--- src/rtl/proc_fetch_queue.sv ---
// Instruction fetch unit with a credit-limited circular fetch queue.
// Redirects flush the queue and drop responses that were still in flight.
module proc_fetch_queue #(
    parameter int unsigned p_depth    = 4,
    parameter logic [31:0] p_reset_pc = 32'h00000000
) (
    input  logic                         clk,
    input  logic                         rst,
    output logic                         imemreq_val,
    input  logic                         imemreq_rdy,
    output logic [31:0]                  imemreq_addr,
    input  logic                         imemresp_val,
    input  logic [31:0]                  imemresp_data,
    input  logic                         redirect_val,
    input  logic [31:0]                  redirect_addr,
    output logic                         inst_val,
    input  logic                         inst_rdy,
    output logic [31:0]                  inst,
    output logic [31:0]                  inst_pc,
    output logic [$clog2(p_depth+1)-1:0] count
);

    localparam int unsigned c_cnt_w = $clog2(p_depth + 1);
    localparam int unsigned c_ptr_w = $clog2(p_depth);
    localparam logic [c_cnt_w:0] c_depth_ext = p_depth[c_cnt_w:0];

    logic [31:0]        fetch_pc;
    logic [31:0]        resp_pc;
    logic [c_cnt_w-1:0] outstanding;
    logic [c_cnt_w-1:0] drop_cnt;
    logic [c_ptr_w-1:0] head;
    logic [c_ptr_w-1:0] tail;
    logic [31:0]        queue_pc   [p_depth];
    logic [31:0]        queue_inst [p_depth];

    logic [c_cnt_w:0]   credit_used;
    logic               req_fire;
    logic               resp_accept;
    logic               resp_drop;
    logic               enq;
    logic               deq;

    // Every fetch in flight reserves a queue slot, so the queue can never overflow.
    assign credit_used  = {1'b0, outstanding} + {1'b0, count};
    assign imemreq_val  = !rst && !redirect_val && (credit_used < c_depth_ext);
    assign imemreq_addr = fetch_pc;
    assign req_fire     = imemreq_val && imemreq_rdy;

    // Responses with nothing outstanding are strays from before a reset.
    assign resp_accept  = imemresp_val && (outstanding != '0);
    assign resp_drop    = resp_accept && (redirect_val || (drop_cnt != '0));
    assign enq          = resp_accept && !resp_drop;

    assign inst_val     = !rst && (count != '0) && !redirect_val;
    assign inst         = queue_inst[head];
    assign inst_pc      = queue_pc[head];
    assign deq          = inst_val && inst_rdy;

    always_ff @(posedge clk) begin
        if (rst) begin
            fetch_pc    <= p_reset_pc;
            resp_pc     <= p_reset_pc;
            outstanding <= '0;
            drop_cnt    <= '0;
            head        <= '0;
            tail        <= '0;
            count       <= '0;
        end else begin
            if (req_fire && !resp_accept) begin
                outstanding <= outstanding + 1'b1;
            end else if (!req_fire && resp_accept) begin
                outstanding <= outstanding - 1'b1;
            end

            if (redirect_val) begin
                // The response arriving now is dropped immediately, so it needs no drop credit.
                fetch_pc <= redirect_addr;
                resp_pc  <= redirect_addr;
                drop_cnt <= outstanding - c_cnt_w'(resp_accept);
                head     <= '0;
                tail     <= '0;
                count    <= '0;
            end else begin
                if (req_fire) begin
                    fetch_pc <= fetch_pc + 32'd4;
                end
                if (resp_drop && (drop_cnt != '0)) begin
                    drop_cnt <= drop_cnt - 1'b1;
                end
                if (enq) begin
                    tail    <= tail + 1'b1;
                    resp_pc <= resp_pc + 32'd4;
                end
                if (deq) begin
                    head <= head + 1'b1;
                end
                if (enq && !deq) begin
                    count <= count + 1'b1;
                end else if (!enq && deq) begin
                    count <= count - 1'b1;
                end
            end
        end
    end

    always_ff @(posedge clk) begin
        if (!rst && enq) begin
            queue_pc[tail]   <= resp_pc;
            queue_inst[tail] <= imemresp_data;
        end
    end

endmodule
--- config.mk ---
export PLATFORM = sky130hd
export DESIGN_NAME = proc_fetch_queue
export DESIGN_NICKNAME = d
export VERILOG_FILES = /design/src/rtl/proc_fetch_queue.sv
export SDC_FILE = /design/constraint.sdc
export NUM_CORES = 1
export LEC_CHECK = 0
export CAP_MARGIN = 30
export CORE_AREA = 2 2 177 179
export DETAILED_ROUTE_END_ITERATION = 16
export DIE_AREA = 0 0 179 181
export PLACE_DENSITY = 0.71
export SETUP_SLACK_MARGIN = 0.02
export SYNTH_ARGS = -nofsm -noshare
export SYNTH_HDL_FRONTEND = slang
export SYNTH_SLANG_ARGS = --single-unit
--- constraint.sdc ---
create_clock -name clk -period 5.4 [get_ports clk]
set_clock_uncertainty 0.05 [all_clocks]
set_input_delay 1.08 -clock clk [delete_from_list [all_inputs] [get_ports clk]]
set_output_delay 1.08 -clock clk [all_outputs]
set_load 0.02 [all_outputs]
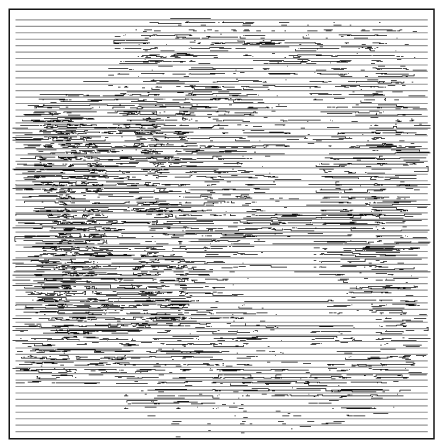
run_1/m1.png
Supply wires on this layer in gray.
main direction: horizontal
nets with wire on the layer: 995
longest straight run: 57.5 µm

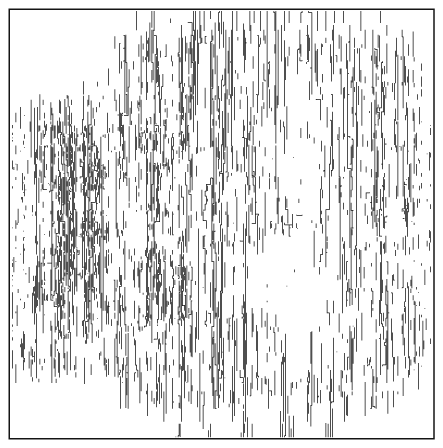
run_1/m2.png
wire length on this layer: 13000 µm
main direction: vertical
share of all routed wire: 45%

==> impl_metrics.csv, run 1 <==
group,metric,value,unit
status,status,"complete, no violations",
yosys,area_leaders,"sky130_fd_sc_hd__edfxtp_1, sky130_fd_sc_hd__dfxtp_1, sky130_fd_sc_hd__mux4_2",
die,initCoreUtil,0.446,
yosys,ys_seq_share,0.684,
final_timing,period_used_share,0.729,
yosys,yosysWarnings,0,
power_and_ir_drop,ir_drop,160,µV
clocking,cts_tree,"yes",
drt,routed_antenna_nets,0,
yosys,edf_count,256,
die,design.die.area,0.0324,mm²
yosys,synth_largest_type_area_fraction,0.567,
drt,drt_first_pass_iters,4,
global_route,globalRouteTotalUtil,0.176,
setup_path,worstPathMaxFanout,29,
global_route,initial_antenna_violation_count,0,
yosys,top_cell,"sky130_fd_sc_hd__edfxtp_1",
setup_path,endpoint_kind,"output port",
drt,drt-total-wl,28.6,mm
clocking,tritoncts.num_buffers,35,
setup_path,cp_top_family,"buffers and inverters",
final_timing,timing_hold_violations_final,0,
setup_path,timing_worst_setup_path_type,"flop to output port",
global_route,global_route_wire_length_before_repair,44.5,mm
setup_path,worstReg2RegEnd,"outstanding[2]",
drt,detailedRoute.firstIterationViolations,609,
setup_path,critical-path-max-stage-delay,0.74,ns
setup_path,critical_path_buf_inv_count,2,
final_layout,final.fill_count,2380,
setup_path,cp_cell_sequence,"buf_4, mux4_2, clkdlybuf4s50_1",
drt,dr_total_vias,7940,
yosys,yosysUniqueCellTypes,59,
final_layout,share_of_post_route_cells_with_drive_strength_above_1,0.141,
die,ios,171,
power_and_ir_drop,leakagePower,5.48,nW
yosys,avgSynthCellArea,16.1,µm²
min_path,hold_path_depth,2,
die,coreArea,0.0303,mm²
final_layout,num_antenna_cells,0,
min_path,hold_path_class,"flop to flop",
clocking,cts_hold_buf,0,
final_timing,report.final.slew_viol_count,0,
drt,mean_number_of_vias_per_cell,5.51,
clocking,worst_skew_pair.late_latency,0.50,ns
clocking,post_cts_resize_count,0,
final_timing,finalSetupViolations,0,
setup_path,critical_path_required,4.27,ns
drt,remaining_drc_errors,0,
placement,place_hpwl,18.2,mm
clocking,tritoncts_num_sinks,335,
yosys,largest_area_cell,"sky130_fd_sc_hd__edfxtp_1",
final_timing,post_route_setup_tns,0,ns
final_timing,finalWorstPathRequiredPeriod,3.94,ns
power_and_ir_drop,pwr_density_cell,343,mW/mm²
clocking,cts.path.max_buffers,3,
setup_path,r2r_cells,10,
clocking,clock_tree.htree_level_count,2,
global_route,via_count_of_the_first_global_routing_pass,8011,
setup_path,timing.critical_path.depth,3,
die,die.size.x,179,µm
yosys,yosysChipArea,0.0136,mm²
global_route,grt_max_degree,65,
final_timing,fmaxAchievable,254,MHz
setup_path,arrival_time_at_the_worst_endpoint,2.81,ns
placement,gp_congestion,0.856,
setup_path,rrSetupSlack,2.14,ns
yosys,postSynthCellCount,841,
yosys,synth_top_flop_cell,"sky130_fd_sc_hd__edfxtp_1",
final_layout,layout-area-overhead-vs-synth,25.0,%
yosys,synthesized_registers,335,
global_route,global_route.overflow_total,0,
setup_path,worst_path_max_delay_cell,"sky130_fd_sc_hd__dfxtp_4",
setup_path,worst_setup_path_start_kind,"flop",
clocking,clkTransAtPathRegs,0.06,ns
min_path,capture_endpoint_of_the_worst_hold_path,"imemreq_addr[1]",
drt,routedWlPerCell,19.9,µm
yosys,yosys-stat-cells,841,
setup_path,worstSetupEndpoint,"inst[31]",
final_timing,worst_slew_margin_rel,0.533,
yosys,top_cells_by_count,"sky130_fd_sc_hd__edfxtp_1, sky130_fd_sc_hd__dfxtp_1, sky130_fd_sc_hd__mux4_2",
die,placement_rows,64,
die,floorplan.die.height,181,µm
yosys,synth.net_count,927,
final_layout,final_nets,1107,
clocking,post_cts_buffers,0,
final_timing,rsz_0062_raised_after_global_routing,"false",
yosys,postSynth.asyncResetShare,0,
clocking,cts.root.buffer_cell,"sky130_fd_sc_hd__clkbuf_16",
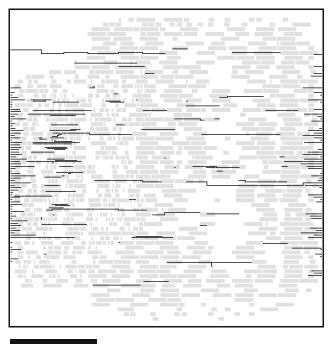
run_1/m3.png
The bar under the picture is 50 µm long. Cells faint in the background.
main direction: horizontal
wire length on this layer: 1970 µm
nets with wire on the layer: 181
longest straight run: 55.2 µm

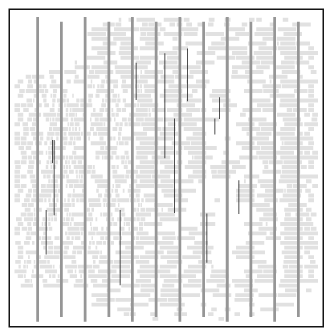
run_1/m4.png
Supply wires on this layer in gray. Cells faint in the background.
main direction: vertical
longest straight run: 59.8 µm

==> run 1: flip-flops by register name (all words and copies together) (netlist names), named ones only <==
register      flops
tail              2
count             3
queue_pc        128
imemreq_addr     32
head              2
queue_inst      128
drop_cnt          3
resp_pc          32
outstanding       3
==> run 1: placed cells by master, fill, tap and decap left out, types with 5 or more instances in the layout <==
| cell type | instances |
|---|---|
| sky130_fd_sc_hd__inv_1 | 17 |
| sky130_fd_sc_hd__nand4_1 | 22 |
| sky130_fd_sc_hd__edfxtp_1 | 256 |
| sky130_fd_sc_hd__a21oi_1 | 25 |
| sky130_fd_sc_hd__a211oi_1 | 14 |
| sky130_fd_sc_hd__dfxtp_1 | 77 |
| sky130_fd_sc_hd__xor2_1 | 27 |
| sky130_fd_sc_hd__nor3_1 | 13 |
| sky130_fd_sc_hd__clkbuf_1 | 6 |
| sky130_fd_sc_hd__mux4_2 | 64 |
| sky130_fd_sc_hd__nand3_1 | 18 |
| sky130_fd_sc_hd__a31oi_1 | 10 |
| sky130_fd_sc_hd__o21ai_0 | 14 |
| sky130_fd_sc_hd__and4_1 | 9 |
| sky130_fd_sc_hd__nand3b_1 | 5 |
| sky130_fd_sc_hd__nand2_1 | 40 |
| sky130_fd_sc_hd__nor2_1 | 39 |
| sky130_fd_sc_hd__buf_4 | 9 |
| sky130_fd_sc_hd__clkinv_1 | 6 |
| sky130_fd_sc_hd__a21boi_0 | 19 |
| sky130_fd_sc_hd__clkinv_2 | 5 |
| sky130_fd_sc_hd__and3_1 | 14 |
| sky130_fd_sc_hd__ha_1 | 14 |
| sky130_fd_sc_hd__clkbuf_16 | 38 |
| sky130_fd_sc_hd__o21a_1 | 13 |
| sky130_fd_sc_hd__xnor2_1 | 20 |
| sky130_fd_sc_hd__clkdlybuf4s50_1 | 170 |
==> run 1: metrics by stage <==
step	instances	power (mW)	util	hold WS (ns)	area [µm²]
after floorplan	841	3.27	-	0.410	13600
after global routing	1442	6.03	0.558	0.464	16900
after detailed placement	1379	3.52	0.520	0.435	15800
after global placement	1375	3.50	0.516	0.431	15700
after CTS	1441	5.87	0.557	0.443	16900
final	1442	5.80	0.558	0.434	16900
==> run 1: cells by family (layout without fill, tap and decap cells) <==
group / after synthesis / after routing / share of synthesized area
muxes: 69 / 69 / 0.110
buffers and inverters: 60 / 265 / 0.0178
and+or+nand+nor: 194 / 194 / 0.0815
adders and majority gates: 16 / 16 / 0.0159
xor gates and xnor gates: 47 / 47 / 0.0304
DFF: 335 / 335 / 0.684
AOI/OAI and AO/OA: 120 / 120 / 0.0602
==> run 1: layout make-up <==
class,count,area share
clock buffers,47,0.0594
clock inverters,15,0.00761
inverters,19,0.00421
multi-input cells,446,0.240
flip-flops and latches,335,0.548
well taps,396,0.0293
repair buffers,184,0.112
==> run 1: where the power goes <==
part	switching, mW	total, mW	internal, mW
Clock	0.939	2.34	1.41
Combinational	0.267	0.517	0.250
Sequential	0.0891	2.94	2.85
Total	1.29	5.80	4.51
==> run 1: metal layers <==
metal,track usage,share of wire,up-vias
met5,0,0,-
met4,0.0393,0.012,0
met3,0.0364,0.069,29
met2,0.271,0.45,294
met1,0.258,0.46,3932
li1,-,-,3685
==> inputs of run 2 (changes only) <==
==> constraint.sdc (replaced) <==
create_clock -name clk -period 3.65 [get_ports clk]
set_clock_uncertainty 0.05 [all_clocks]
set_input_delay 0.73 -clock clk [delete_from_list [all_inputs] [get_ports clk]]
set_output_delay 0.73 -clock clk [all_outputs]
set_load 0.02 [all_outputs]
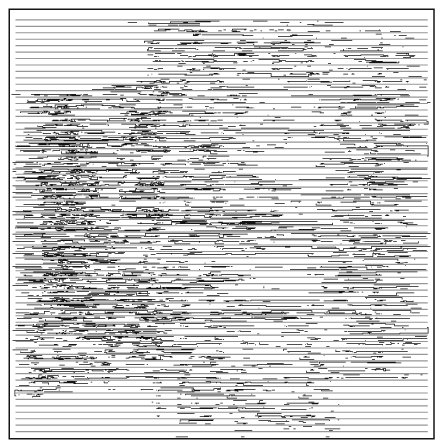
run_2/m1.png
Supply wires on this layer in gray.
share of all routed wire: 45%
main direction: horizontal
nets with wire on the layer: 1008

==> impl_metrics.csv, run 2 <==
group,metric,value,unit
status,status,"complete, no violations",
yosys,avgSynthCellArea,16.1,µm²
drt,drt-total-wl,29.6,mm
final_layout,layout-area-overhead-vs-synth,26.4,%
final_layout,final_util,0.565,
clocking,worst_skew_pair.late_latency,0.51,ns
drt,drt_first_pass_iters,7,
clocking,tritoncts_num_sinks,335,
global_route,global_route_wire_length_before_repair,46.2,mm
die,floorplan.die.height,181,µm
min_path,hold_path_class,"flop to flop",
setup_path,worst_setup_path_start_kind,"flop",
final_layout,fin_area,0.0171,mm²
power_and_ir_drop,comb_power_share,0.090,
yosys,top_cell,"sky130_fd_sc_hd__edfxtp_1",
die,initCoreUtil,0.446,
clocking,clkTransAtPathRegs,0.06,ns
global_route,global_route.overflow_total,0,
drt,mean_number_of_vias_per_cell,5.53,
final_timing,rsz_0062_raised_after_global_routing,"false",
power_and_ir_drop,swShare,0.224,
drt,detailedRoute.firstIterationViolations,574,
yosys,yosysUniqueCellTypes,59,
drt,remaining_drc_errors,0,
final_timing,finalSetupViolations,0,
die,placement_rows,64,
yosys,area_leaders,"sky130_fd_sc_hd__edfxtp_1, sky130_fd_sc_hd__dfxtp_1, sky130_fd_sc_hd__mux4_2",
drt,dr_total_vias,8059,
clocking,cts_hold_buf,0,
power_and_ir_drop,total_power,8.72,mW
final_layout,lay_top_count,"sky130_fd_sc_hd__edfxtp_1",
setup_path,cp_cell_sequence,"buf_4, mux4_2, clkdlybuf4s50_1",
power_and_ir_drop,cell_internal_power,6.77,mW
power_and_ir_drop,switching_power,1.95,mW
yosys,mux_area_frac,0.110,
yosys,yosys-stat-cells,841,
final_timing,period_used_share,0.895,
final_layout,largestRegisters,"queue_inst: 128 flops, queue_pc: 128 flops",
final_timing,worst_slew_margin_rel,0.455,
global_route,grt_max_degree,37,
clocking,post_cts_resize_count,0,
die,design.die.area,0.0324,mm²
yosys,synth_largest_type_area_fraction,0.567,
die,die.size.x,179,µm
power_and_ir_drop,pwr_density_cell,509,mW/mm²
clocking,post_cts_buffers,0,
yosys,yosys.area_share.aoi,0.0602,
clocking,cts_tree,"yes",
clocking,cts.root.buffer_cell,"sky130_fd_sc_hd__clkbuf_16",
placement,cell_area_after_placement,0.0160,mm²
yosys,synthSimpleGateAreaFrac,0.0815,
clocking,tritoncts.num_buffers,35,
setup_path,cp_top_family,"buffers and inverters",
global_route,globalRouteTotalUtil,0.185,
final_timing,final.hold.worst_slack,0.426,ns
final_layout,final_cell_mix,"sky130_fd_sc_hd__edfxtp_1, sky130_fd_sc_hd__clkdlybuf4s50_1, sky130_fd_sc_hd__dfxtp_1, sky130_fd_sc_hd__mux4_2, sky130_fd_sc_hd__nand2_1",
setup_path,critical-path-max-stage-delay,0.60,ns
setup_path,timing_worst_setup_path_type,"flop to output port",
placement,place_hpwl,19.7,mm
final_timing,fmaxAchievable,306,MHz
yosys,synth.cellmix.xorXnorShare,0.0304,
die,ios,171,
yosys,postSynthCellCount,841,
final_layout,final_nets,1122,
yosys,synthesized_registers,335,
drt,routedWlPerCell,20.3,µm
yosys,largest_area_cell,"sky130_fd_sc_hd__edfxtp_1",
final_timing,timing_hold_violations_final,0,
power_and_ir_drop,clockPowerShare,0.411,
setup_path,critical_path_required,2.87,ns
==> run 2: cell counts after synthesis <==
Identical to the previous run, type by type.
==> run 2: layer usage <==
metal | GRT usage | vias up | share of wire
met5 | 0 | - | 0
met4 | 0.0449 | 0 | 0.016
met3 | 0.0370 | 39 | 0.074
met2 | 0.293 | 315 | 0.47
met1 | 0.264 | 4000 | 0.45
li1 | - | 3705 | -
==> run 2: worst paths after layout <==
kind	startpoint	endpoint	slack, ns	cells after the start
setup / recovery	flop	inst_pc[16]	0.38	3
hold / removal	imemreq_addr[1]	imemreq_addr[1]	0.43	2
setup reg to reg	count[1]	outstanding[2]	0.92	10
hold reg to reg	imemreq_addr[1]	imemreq_addr[1]	0.43	2
==> run 2: tightest hold or removal path: stages, from the launching register on <==
cell and delay [ns]:
sky130_fd_sc_hd__dfxtp_1 0.32, sky130_fd_sc_hd__nand2_1 0.06, sky130_fd_sc_hd__a21oi_1 0.06
==> run 2: per-stage QoR <==
| step | instances | setup slack [ns] |
|---|---|---|
| 2_1_floorplan | 841 | 0.281 |
| 3_3_place_gp | 1395 | 0.426 |
| 3_5_place_dp | 1395 | 0.418 |
| 4_1_cts | 1456 | 0.320 |
| 5_1_grt | 1456 | 0.272 |
| 6_report | 1457 | 0.383 |
==> run 2: final cells by class <==
class	count	area (µm²)
Timing Repair Buffer	199	2060
Antenna cell	1	2.50
Inverter	19	71.3
Clock buffer	40	915
Multi-Input combinational cell	446	4060
Tap cell	396	495
Fill cell	2390	13200
Sequential cell	335	9280
Clock inverter	21	255
==> run 2: logic make-up after synthesis <==
group	Yosys count
adders and majority gates	16
DFF	335
muxes	69
xor gates and xnor gates	47
and+or+nand+nor	194
buffers and inverters	60
AOI/OAI and AO/OA	120
==> run 2: power by group through the flow <==
stage	Combinational (mW)	Clock (mW)	Sequential, mW
6_report	0.787	3.58	4.35
5_1_grt	0.861	3.81	4.37
4_1_cts	0.795	3.67	4.35
3_5_place_dp	0.788	0	4.43
3_3_place_gp	0.779	0	4.43
2_1_floorplan	0.421	0	4.42
==> inputs of run 3 (changes only) <==
--- a/config.mk
+++ b/config.mk
@@ -9,6 +9,7 @@
 export CORE_AREA = 2 2 177 179
 export DETAILED_ROUTE_END_ITERATION = 16
 export DIE_AREA = 0 0 179 181
+export HOLD_SLACK_MARGIN = 0.03
 export PLACE_DENSITY = 0.71
 export SETUP_SLACK_MARGIN = 0.02
 export SYNTH_ARGS = -nofsm -noshare
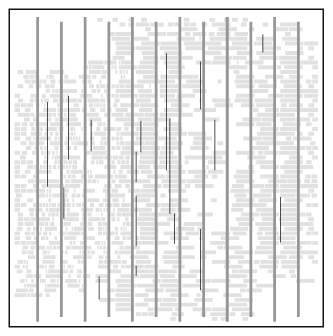
run_3/m4.png
Supply wires on this layer in gray. Cells faint in the background.
nets with wire on the layer: 8
wire length on this layer: 466 µm

==> impl_metrics.csv, run 3 <==
group,metric,value,unit
final_layout,share_of_post_route_cells_with_drive_strength_above_1,0.158,
setup_path,critical_path_required,2.87,ns
setup_path,worstPathMaxFanout,16,
final_timing,finalSetupViolations,0,
die,placement_rows,64,
drt,routed_antenna_nets,0,
placement,place_hpwl,19.7,mm
placement,gp_congestion,0.852,
drt,mean_number_of_vias_per_cell,5.53,
clocking,post_cts_resize_count,0,
die,die.size.x,179,µm
final_timing,final.hold.worst_slack,0.426,ns
yosys,ys_seq_share,0.684,
drt,detailedRoute.firstIterationViolations,574,
global_route,via_count_of_the_first_global_routing_pass,8154,
final_timing,timing_hold_violations_final,0,
final_timing,post_route_setup_tns,0,ns
final_timing,period_used_share,0.895,
final_layout,layout-area-overhead-vs-synth,26.4,%
die,ios,171,
setup_path,timing_worst_setup_path_type,"flop to output port",
die,coreArea,0.0303,mm²
yosys,top_cells_by_count,"sky130_fd_sc_hd__edfxtp_1, sky130_fd_sc_hd__dfxtp_1, sky130_fd_sc_hd__mux4_2",
global_route,grt_max_degree,37,
drt,drt_first_pass_iters,7,
global_route,initial_antenna_violation_count,1,
drt,dr_total_vias,8059,
yosys,yosys-stat-cells,841,
final_layout,largestRegisters,"queue_inst: 128 flops, queue_pc: 128 flops",
clocking,worst_skew_pair.late_latency,0.51,ns
final_layout,lay_top_count,"sky130_fd_sc_hd__edfxtp_1",
yosys,yosysChipArea,0.0136,mm²
final_layout,final_nets,1122,
power_and_ir_drop,pwr_density_cell,509,mW/mm²
min_path,hold_path_class,"flop to flop",
setup_path,arrival_time_at_the_worst_endpoint,2.49,ns
yosys,area_leaders,"sky130_fd_sc_hd__edfxtp_1, sky130_fd_sc_hd__dfxtp_1, sky130_fd_sc_hd__mux4_2",
power_and_ir_drop,ir_drop,264,µV
clocking,tritoncts_num_sinks,335,
setup_path,worst_r2r_startpoint,"count[1]",
yosys,postSynth.asyncResetShare,0,
final_timing,finalWorstPathRequiredPeriod,3.27,ns
setup_path,worst_path_max_delay_cell,"sky130_fd_sc_hd__clkdlybuf4s50_1",
final_layout,final-instance-count-excl-fill,1457,
die,floorplan.die.height,181,µm
drt,routedWlPerCell,20.3,µm
setup_path,cp_top_family,"buffers and inverters",
yosys,edf_count,256,
placement,cell_area_after_placement,0.0160,mm²
die,initCoreUtil,0.446,
yosys,yosysWarnings,0,
clocking,cts.path.max_buffers,3,
final_layout,final_cell_mix,"sky130_fd_sc_hd__edfxtp_1, sky130_fd_sc_hd__clkdlybuf4s50_1, sky130_fd_sc_hd__dfxtp_1, sky130_fd_sc_hd__mux4_2, sky130_fd_sc_hd__nand2_1",
clocking,cts_hold_buf,0,
clocking,clkTransAtPathRegs,0.06,ns
global_route,global_route.overflow_total,0,
final_timing,fmaxAchievable,306,MHz
yosys,postSynthCellCount,841,
yosys,synth_top_flop_cell,"sky130_fd_sc_hd__edfxtp_1",
clocking,post_cts_buffers,0,
setup_path,endpoint_kind,"output port",
yosys,largest_area_cell,"sky130_fd_sc_hd__edfxtp_1",
yosys,top_cell,"sky130_fd_sc_hd__edfxtp_1",
clocking,tritoncts.num_buffers,35,
setup_path,worst_setup_path_start_kind,"flop",
placement,placed_cells_incl_taps,1395,
global_route,global_route_wire_length_before_repair,46.2,mm
clocking,clock_tree.htree_level_count,2,
clocking,cts.root.buffer_cell,"sky130_fd_sc_hd__clkbuf_16",
min_path,hold_sp,"imemreq_addr[1]",
status,status,"complete, no violations",
global_route,globalRouteTotalUtil,0.185,
clocking,cts_tree,"yes",
yosys,synth_largest_type_area_fraction,0.567,
drt,remaining_drc_errors,0,
setup_path,critical_path_buf_inv_count,2,
yosys,avgSynthCellArea,16.1,µm²
final_timing,report.final.slew_viol_count,0,
power_and_ir_drop,leakagePower,5.56,nW
setup_path,critical-path-max-stage-delay,0.60,ns
final_timing,worst_slew_margin_rel,0.455,
[run 3: cell counts after synthesis]
Identical to the previous run, type by type.
[run 3: per-layer routing]
metal	vias to the layer above	GRT usage	routed length, µm
li1	3705	-	-
met1	4000	0.264	13200
met2	315	0.293	13800
met3	39	0.0370	2180
met4	0	0.0449	465
met5	-	0	0
[run 3: final timing paths]
kind	end	cells after the start	slack [ns]
hold / removal	imemreq_addr[1]	2	0.43
hold reg to reg	imemreq_addr[1]	2	0.43
setup reg to reg	outstanding[2]	10	0.92
setup / recovery	inst_pc[16]	3	0.38
[run 3: worst min-delay path, cell delays in order, from the launching register on]
cell and delay [ns]:
sky130_fd_sc_hd__dfxtp_1 0.32, sky130_fd_sc_hd__nand2_1 0.06, sky130_fd_sc_hd__a21oi_1 0.06
[run 3: stage by stage]
stage	power [mW]	utilization	worst slack (ns)
3_5_place_dp	5.22	0.526	0.418
4_1_cts	8.81	0.564	0.320
2_1_floorplan	4.84	-	0.281
3_3_place_gp	5.21	0.526	0.426
6_report	8.72	0.565	0.383
5_1_grt	9.05	0.564	0.272
[run 3: cell families (layout without fill, tap and decap cells)]
kind of cell | after synthesis | in the layout | share of synthesized area
AOI/OAI and AO/OA | 120 | 120 | 0.0602
xor gates and xnor gates | 47 | 47 | 0.0304
adders and majority gates | 16 | 16 | 0.0159
buffers and inverters | 60 | 279 | 0.0178
DFF | 335 | 335 | 0.684
muxes | 69 | 69 | 0.110
other | 0 | 1 | 0
and+or+nand+nor | 194 | 194 | 0.0815
[run 3: layout make-up]
cell class	count	area, µm²
diodes	1	2.50
clock buffers	40	915
clock inverters	21	255
fillers	2390	13200
inverters	19	71.3
multi-input cells	446	4060
flip-flops and latches	335	9280
well taps	396	495
repair buffers	199	2060
[run 3: where the power goes]
group          switching (mW)  internal (mW)
combinational           0.404          0.383
clock                    1.42           2.17
sequential              0.129           4.22
total                    1.95           6.77
No activity file was given, so power comes from the tool's default toggle rates.
